--- config.mk ---
export PLATFORM = sky130hd
export DESIGN_NAME = regfile_wr_arbiter
export DESIGN_NICKNAME = d
export VERILOG_FILES = /design/src/rtl/regfile_wr_arbiter.sv
export SDC_FILE = /design/constraint.sdc
export NUM_CORES = 1
export LEC_CHECK = 0
export CAP_MARGIN = 20
export CORE_ASPECT_RATIO = 1.25
export CORE_MARGIN = 5
export CORE_UTILIZATION = 46
export CTS_BUF_LIST = sky130_fd_sc_hd__clkbuf_2
export DETAILED_ROUTE_END_ITERATION = 7
export DONT_BUFFER_PORTS = 1
export PLACE_DENSITY = 0.61
export SLEW_MARGIN = 25
export SYNTH_ARGS = -nofsm -noshare
export SYNTH_HDL_FRONTEND = slang
export SYNTH_SLANG_ARGS = --single-unit
--- constraint.sdc ---
create_clock -name clk -period 11 [get_ports clk]
set_input_delay 2.2 -clock clk [delete_from_list [all_inputs] [get_ports clk]]
set_output_delay 2.2 -clock clk [all_outputs]
set_load 0.05 [all_outputs]
--- src/rtl/regfile_wr_arbiter.sv ---
// regfile_wr_arbiter
//   Round-robin arbiter that shares a single register-file write port among
//   NUM_REQ writeback sources. One request is accepted per cycle and appears
//   on wr_* one cycle later. Writes to address 0 complete the handshake but
//   are not enabled on the register file.
//
// Ports:
//   clk, rst          clock (rising edge), asynchronous active-high reset
//   req_valid         per-requester valid
//   req_addr          packed addresses, requester i at [i*ADDR_WIDTH +: ADDR_WIDTH]
//   req_data          packed data,      requester i at [i*DATA_WIDTH +: DATA_WIDTH]
//   req_ready         one-hot combinational grant
//   wr_en/addr/data   registered register-file write port
//   grant_id          registered index of the requester shown on wr_*
//   conflict_cnt      (REGWR_ARB_CONFLICT_CNT_EN only) saturating count of
//                     cycles with two or more requests valid
//
// Optional feature macro: REGWR_ARB_CONFLICT_CNT_EN

module regfile_wr_arbiter #(
    parameter int NUM_REQ    = 4,
    parameter int DATA_WIDTH = 32,
    parameter int ADDR_WIDTH = 5
) (
    input  logic                          clk,
    input  logic                          rst,
    input  logic [NUM_REQ-1:0]            req_valid,
    input  logic [NUM_REQ*ADDR_WIDTH-1:0] req_addr,
    input  logic [NUM_REQ*DATA_WIDTH-1:0] req_data,
    output logic [NUM_REQ-1:0]            req_ready,
    output logic                          wr_en,
    output logic [ADDR_WIDTH-1:0]         wr_addr,
    output logic [DATA_WIDTH-1:0]         wr_data,
    output logic [$clog2(NUM_REQ)-1:0]    grant_id
`ifdef REGWR_ARB_CONFLICT_CNT_EN
    ,
    output logic [15:0]                   conflict_cnt
`endif
);

    localparam int ID_W = $clog2(NUM_REQ);
    localparam logic [ID_W-1:0] LAST_IDX = ID_W'(NUM_REQ - 1);

    logic [ID_W-1:0]       ptr;
    logic                  sel_found;
    logic [ID_W-1:0]       sel_idx;
    logic [ADDR_WIDTH-1:0] sel_addr;
    logic [DATA_WIDTH-1:0] sel_data;
    logic [NUM_REQ-1:0]    grant_vec;
    logic [ID_W-1:0]       ptr_next;
    int                    idx;

    // Search from ptr upward, wrapping; the first valid requester wins.
    always_comb begin
        sel_found = 1'b0;
        sel_idx   = '0;
        sel_addr  = '0;
        sel_data  = '0;
        grant_vec = '0;
        idx       = 0;
        for (int k = 0; k < NUM_REQ; k++) begin
            idx = int'(ptr) + k;
            if (idx >= NUM_REQ) begin
                idx = idx - NUM_REQ;
            end
            if (!sel_found && req_valid[idx]) begin
                sel_found      = 1'b1;
                sel_idx        = idx[ID_W-1:0];
                sel_addr       = req_addr[idx*ADDR_WIDTH +: ADDR_WIDTH];
                sel_data       = req_data[idx*DATA_WIDTH +: DATA_WIDTH];
                grant_vec[idx] = 1'b1;
            end
        end
    end

    // Explicit wrap keeps this correct for non-power-of-two NUM_REQ.
    assign ptr_next  = (sel_idx == LAST_IDX) ? '0 : sel_idx + 1'b1;

    // Ready is masked during reset so nobody believes a handshake completed.
    assign req_ready = rst ? '0 : grant_vec;

    always_ff @(posedge clk or posedge rst) begin
        if (rst) begin
            wr_en    <= 1'b0;
            wr_addr  <= '0;
            wr_data  <= '0;
            grant_id <= '0;
            ptr      <= '0;
        end else if (sel_found) begin
            // x0 is hardwired zero: accept the request but do not write it.
            wr_en    <= (sel_addr != '0);
            wr_addr  <= sel_addr;
            wr_data  <= sel_data;
            grant_id <= sel_idx;
            ptr      <= ptr_next;
        end else begin
            wr_en    <= 1'b0;
        end
    end

`ifdef REGWR_ARB_CONFLICT_CNT_EN
    always_ff @(posedge clk or posedge rst) begin
        if (rst) begin
            conflict_cnt <= '0;
        end else if (($countones(req_valid) >= 2) && (conflict_cnt != 16'hFFFF)) begin
            conflict_cnt <= conflict_cnt + 16'd1;
        end
    end
`endif

endmodule

==> run_1/placement.png <==
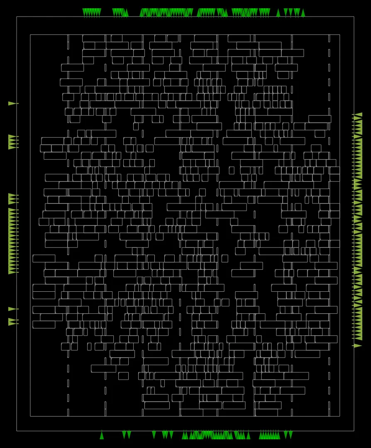
flip-flops: 42
non-filler cells, final: 949

==> run_1/cell_density.png <==
12 x 15 tiles, from white (low) to dark blue (high), 0 to 100% covered.
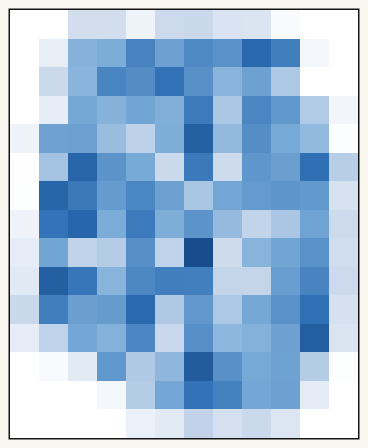
nearly empty tiles: 14%
mean over tiles: 39%
fullest tile: 89%
tiles over 75% full: 5.6%
emptiest ninth of the die: south-west
Pre-Place Util: 46.8%
Final Core Density: 47.3%

==> run_1/detail.png <==
Region (84, 105) to (104, 125) µm. Cells in gray, sequential cells in the stronger gray; small squares are vias.
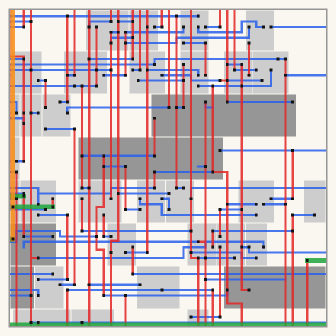
legend:
  orange:
    layer: metal 4
  blue:
    layer: metal 1
  red:
    layer: metal 2
  green:
    layer: metal 3
netlist names of flops here include: wr_data (3)
sequential cells in the window: 3
most frequent: a21oi_1 (12), a211oi_1 (4), o22ai_1 (4)
cells with their middle in the window: 26

==> metrics.csv, run 1 <==
metric;value;unit
numSynthFlops;42;
cellLeakagePower;0.00271;µW
regArea;0.00106;mm²
p_clk_share;2.4;%
yosysChipArea;0.00759;mm²
maxSlewHeadroom;25.6;%
clkTransAtPathRegs;250;ps
syn-cell-area;0.00759;mm²
hold_viol_final;0;
fin_nets;900;
postCtsSetupBuffers;0;
drtAntennaViolNets;0;
drc_errors;0;
wl;25300;µm
netlist.area_leader.share;25.5;%
die_w;125;µm
core;0.0162;mm²
tns;0;ps
logic_area;0.00613;mm²
syn_area_per_cell;9.47;µm²
port_buffers;0;
die_y;154;µm
path_buffers;1;
yosysMostFrequentCell;mux4_2;
path_delay_family;flip-flops;
min_path_type;reg2reg;
clock_skew;8.45;ps
topCellsByArea;mux4_2, dfrtp_1, mux2i_1;
clock-root-buffer;clkbuf_2;
grt.total_usage;25.0;%
grt_pass1_vias;7138;
power_frac_seq;20.3;%
ctsHoldBuffers;0;
slowest_delay;970;ps
startpoint_type;flip-flop;
grt_pass1_wl;39700;µm
fillCellCount;1522;
synth_nets;970;
yosysSeqAreaShare;13.9;%
dr.pass1.iters;5;
ys_cells;801;
period_used_share;63.2;%
drive_gt1_share;21.9;%
wl_per_cell;26.6;µm
status;finished, final reports clean;
clock-sinks;42;
top_area_cell;mux4_2;
whs;786;ps
period_needed;6950;ps
maxCapViolations;0;
switchingPower;1780;µW
worst_slew_pin_slew;1120;ps
worstSkewPairLatency;440;ps
io_pins;198;
routed_via_density;7.49;
num_vias;7106;
async_flop_share;100;%
path_cells;inv_1 > ha_4 > mux4_2 > nor4b_4 > nand2_1 > a21oi_1;
comb_power_share;77.3;%
yosys-top-cells-count;mux4_2, mux2i_1, a21oi_1;
edf_count;0;
rsz0062_at_grt;false;
-- run 1: power groups by stage --
| stage | registers [µW] | logic [µW] | clock network (µW) |
|---|---|---|---|
| 6_report | 634 | 2410 | 73.7 |
| 5_1_grt | 649 | 2630 | 82.8 |
| 4_1_cts | 637 | 2400 | 75.2 |
| 3_5_place_dp | 642 | 2390 | 0 |
| 3_3_place_gp | 636 | 2340 | 0 |
| 2_1_floorplan | 546 | 2030 | 0 |
-- run 1: tightest hold or removal path: stages, from the launching register on --
cell,delay (ps)
dfrtp_1,620
nand2_1,130
nand2_1,50
-- run 1: kinds of logic after synthesis --
kind of cell / Yosys count / share of synthesized area (%)
xor+xnor: 1 / 0.115
mux: 206 / 42.1
flops: 42 / 13.9
fa+ha+maj: 15 / 2.57
compound gates: 277 / 25.2
buf+inv: 105 / 5.77
simple gates: 155 / 10.4
-- run 1: state kept, by name, indices dropped and copies added (netlist names), named ones only --
name and flops:
wr_data 32, wr_en 1, wr_addr 5, ptr 1, grant_id 2
-- run 1: metrics by stage --
step | instance area, µm² | std cells | utilization [%] | power, µW | setup slack, ps
2_1_floorplan | 7590 | 801 | - | 2570 | 4350
3_3_place_gp | 7600 | 940 | 46.9 | 2970 | 4110
3_5_place_dp | 7600 | 940 | 46.9 | 3030 | 4070
4_1_cts | 7640 | 948 | 47.2 | 3110 | 4020
5_1_grt | 7650 | 949 | 47.3 | 3360 | 3760
6_report | 7650 | 949 | 47.3 | 3120 | 4050
-- run 1: cell usage in the layout, fill, tap and decap left out, types with 14 or more instances in the layout --
| cell type | Yosys | routed |
|---|---|---|
| o221ai_1 | 16 | 16 |
| nor2_1 | 42 | 41 |
| dfrtp_1 | 42 | 40 |
| mux4_2 | 86 | 86 |
| nand2_1 | 41 | 41 |
| mux2_2 | 43 | 43 |
| inv_1 | 17 | 16 |
| nand3_1 | 14 | 14 |
| a211oi_1 | 26 | 26 |
| o22ai_1 | 20 | 20 |
| a21oi_1 | 61 | 60 |
| a22oi_1 | 17 | 17 |
| mux2i_1 | 77 | 76 |
| o21ai_0 | 48 | 48 |
-- run 1: worst paths after layout --
kind / depth (start not counted) / slack [ps] / to / from
worst min-delay path: 2 / 790 / wr_addr[3] / wr_addr[3]
worst max-delay path: 6 / 4050 / req_ready[2] / flip-flop
min in group asynchronous: 1 / 1700 / wr_addr[3] / rst
worst min register to register: 2 / 790 / wr_addr[3] / wr_addr[3]
max in group asynchronous: 1 / 8770 / ptr[1] / rst
worst max register to register: 13 / 5410 / wr_en / flip-flop
-- run 1: layout make-up --
cell class,count,area share [%]
clock inverter,3,0.212
inverter,18,0.899
tap,216,3.53
sequential,42,13.8
antenna,1,0.0327
multi-input combinational,654,80.1
timing repair buffer,10,1.03
clock buffer,5,0.327
-- run 1: per-layer routing --
metal / vias to the layer above / global-route usage (%) / share of wire [%]
met5: - / 0 / 0
met1: 3477 / 30.4 / 37
met2: 410 / 42.9 / 50
li1: 3154 / - / -
met4: 0 / 9.71 / 3.5
met3: 65 / 6.38 / 10
## Run 2: what changed since run 1
==> constraint.sdc (replaced) <==
create_clock -name clk -period 6.4 [get_ports clk]
set_input_delay 1.28 -clock clk [delete_from_list [all_inputs] [get_ports clk]]
set_output_delay 1.28 -clock clk [all_outputs]
set_load 0.05 [all_outputs]
==> run_2/io_placement.png <==
Scale bar: 20 µm. Pins as bars across the die edge, other pins in gray.
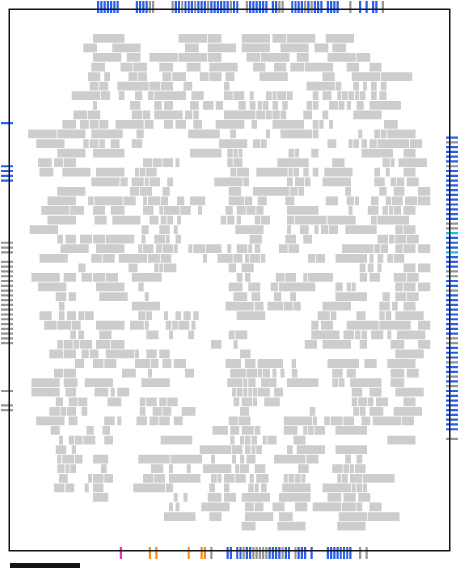
legend:
  blue:
    port: req_data
    pins: 128
    direction: input
    edge: 51 north, 48 east, 24 south, 5 west
  magenta:
    port: clk
    pins: 1
    direction: input
    edge: south
  orange:
    port: wr_addr
    pins: 5
    direction: output
    edge: south
  cyan:
    port: grant_id
    pins: 2
    direction: output
    edge: east
all pins by edge: 65 north, 63 east, 41 south, 29 west

==> run 2 against run 1 <==
- clock power increased by 82%
- global-route usage is 1.1 points higher
- via count rose by 1.2%
- worst hold slack lost 16 ps
- critical path depth rose by 2
- synthesized cell count unchanged
- non-clock buffer count increased by 7
- clock skew rose by 27 ps
- largest cell class unchanged
==> metrics.csv, run 2 <==
metric;value;unit;change
status;finished, final reports clean;;
num_vias;7192;;+1.2%
synth-simple-area-share;10.4;%;unchanged
clock-root-buffer;clkbuf_2;;
core;0.0162;mm²;unchanged
switchingPower;3100;µW;+74%
hold_viol_final;0;;unchanged
edf_count;0;;unchanged
largest_reg_flops;32;;unchanged
cts-resized-gates;0;;
worstSkewPairLatency;480;ps;+40 ps
worst_slew_pin_slew;1090;ps;-26.4 ps
numSynthFlops;42;;unchanged
port_buffers;0;;unchanged
synthTopLogicFamily;multiplexers;;
layout_top_cells;mux4_2, mux2i_1, a21oi_1;;
startpoint_type;flip-flop;;
io_pins;198;;unchanged
yosysMostFrequentCell;mux4_2;;
drtAntennaViolNets;0;;unchanged
netlist.area_leader.share;25.5;%;unchanged
yosysChipArea;0.00759;mm²;unchanged
die_w;125;µm;unchanged
comb_power_share;78.7;%;+1.4 points
min_path_type;in2async;;
top_area_cell;mux4_2;;
maxSlewHeadroom;26.8;%;+1.3 points
syn_area_per_cell;9.47;µm²;unchanged
period_needed;5640;ps;
grt_pass1_vias;7148;;+0.14%
fin_util;47.6;%;+0.33 points
largest_register;wr_data;;
fin_nets;907;;+0.78%
grt_pass1_wl;41200;µm;+3.6%
ctsHoldBuffers;0;;unchanged
dr.pass1.iters;6;;+1
synth_xor_xnor_area_share;0.115;%;unchanged
clkTransAtPathRegs;280;ps;+30 ps
yosysSeqAreaShare;13.9;%;unchanged
drive_gt1_share;22.3;%;+0.47 points
power_frac_seq;18.8;%;-1.5 points
topCellsByArea;mux4_2, dfrtp_1, mux2i_1;;
warnings;35;;
rsz0062_at_grt;false;;
synth_nets;970;;unchanged
async_flop_share;100;%;unchanged
synth.cellmix.compoundShare;25.2;%;unchanged
fa_ha_area_share;2.57;%;unchanged
wl_per_cell;27.6;µm;+3.7%
routed_via_density;7.52;;+0.47%
cellLeakagePower;0.00275;µW;+1.5%
mux_share;42.1;%;unchanged
maxCapViolations;0;;unchanged
die_y;154;µm;unchanged
fp_util;46.8;%;unchanged
p_clk_share;2.5;%;about the same
yosysWarnings;0;;
grt.total_usage;26.1;%;+1.1 points
period_used_share;88.2;%;
clock-sinks;42;;unchanged
reg_top3;wr_data x32, wr_addr x5, grant_id x2;;
postCtsSetupBuffers;0;;unchanged
syn-cell-area;0.00759;mm²;unchanged
ys_cells;801;;unchanged
yosys-top-cells-count;mux4_2, mux2i_1, a21oi_1;;
lay_top_count;mux4_2;;
tns;0;ps;unchanged
wl;26400;µm;+4.5%
## run 2: cell counts after synthesis
No cell type changed its count.
## run 2: worst paths after layout
kind | startpoint | to | slack, ps | cells after the start
max | ptr[1] | req_ready[3] | 760 | 8
min | rst | wr_data[17] | 770 | 2
max reg2reg | ptr[1] | wr_en | 1090 | 13
min reg2reg | wr_addr[1] | wr_addr[1] | 790 | 2
max in group asynchronous | rst | ptr[1] | 5160 | 2
min in group clk | wr_addr[1] | wr_addr[1] | 790 | 2
## run 2: area by class of cell
type / count / area, µm²
repair buffers: 17 / 140
multi-input cells: 654 / 6130
clock buffers: 5 / 25.0
fillers: 1530 / 8490
inverters: 18 / 67.6
clock inverters: 3 / 16.3
well taps: 216 / 270
flip-flops and latches: 42 / 1060
diodes: 1 / 2.50
## run 2: critical path: stages (launching register included)
cell,delay (ps)
dfrtp_4,800
inv_1,470
ha_4,680
mux4_2,360
buf_4,280
nor4b_4,720
nand2_1,120
a21oi_1,190
buf_4,230
## run 2: logic make-up after synthesis
group	count (synthesis)
flops	42
buf+inv	105
fa+ha+maj	15
simple gates	155
compound gates	277
xor+xnor	1
mux	206
## run 2: through the flow
stage | hold WS (ps) | setup slack (ps) | area [µm²] | power (µW) | std cells
after floorplan | 745 | 1010 | 7590 | 4420 | 801
after detailed placement | 767 | 1290 | 7660 | 5290 | 947
after global placement | 769 | 1420 | 7660 | 5220 | 947
final | 770 | 757 | 7710 | 5440 | 956
after CTS | 780 | 824 | 7710 | 5430 | 955
after global routing | 811 | 552 | 7710 | 5820 | 956
## run 2: per-layer routing
| layer | global-route usage (%) | part of all wire [%] | vias up |
|---|---|---|---|
| li1 | - | - | 3156 |
| met1 | 31.6 | 37 | 3617 |
| met2 | 45.4 | 51 | 355 |
| met3 | 6.07 | 8.4 | 64 |
| met4 | 9.97 | 3.6 | 0 |
| met5 | 0 | 0 | - |
## run 2: power groups by stage
stage          Clock [µW]  Sequential, µW  Combinational, µW
2_1_floorplan           0             939               3480
3_3_place_gp            0            1030               4190
3_5_place_dp            0            1030               4250
4_1_cts               136            1030               4260
5_1_grt               144            1040               4640
6_report              134            1020               4280
Power is estimated from default activity; no workload was simulated.
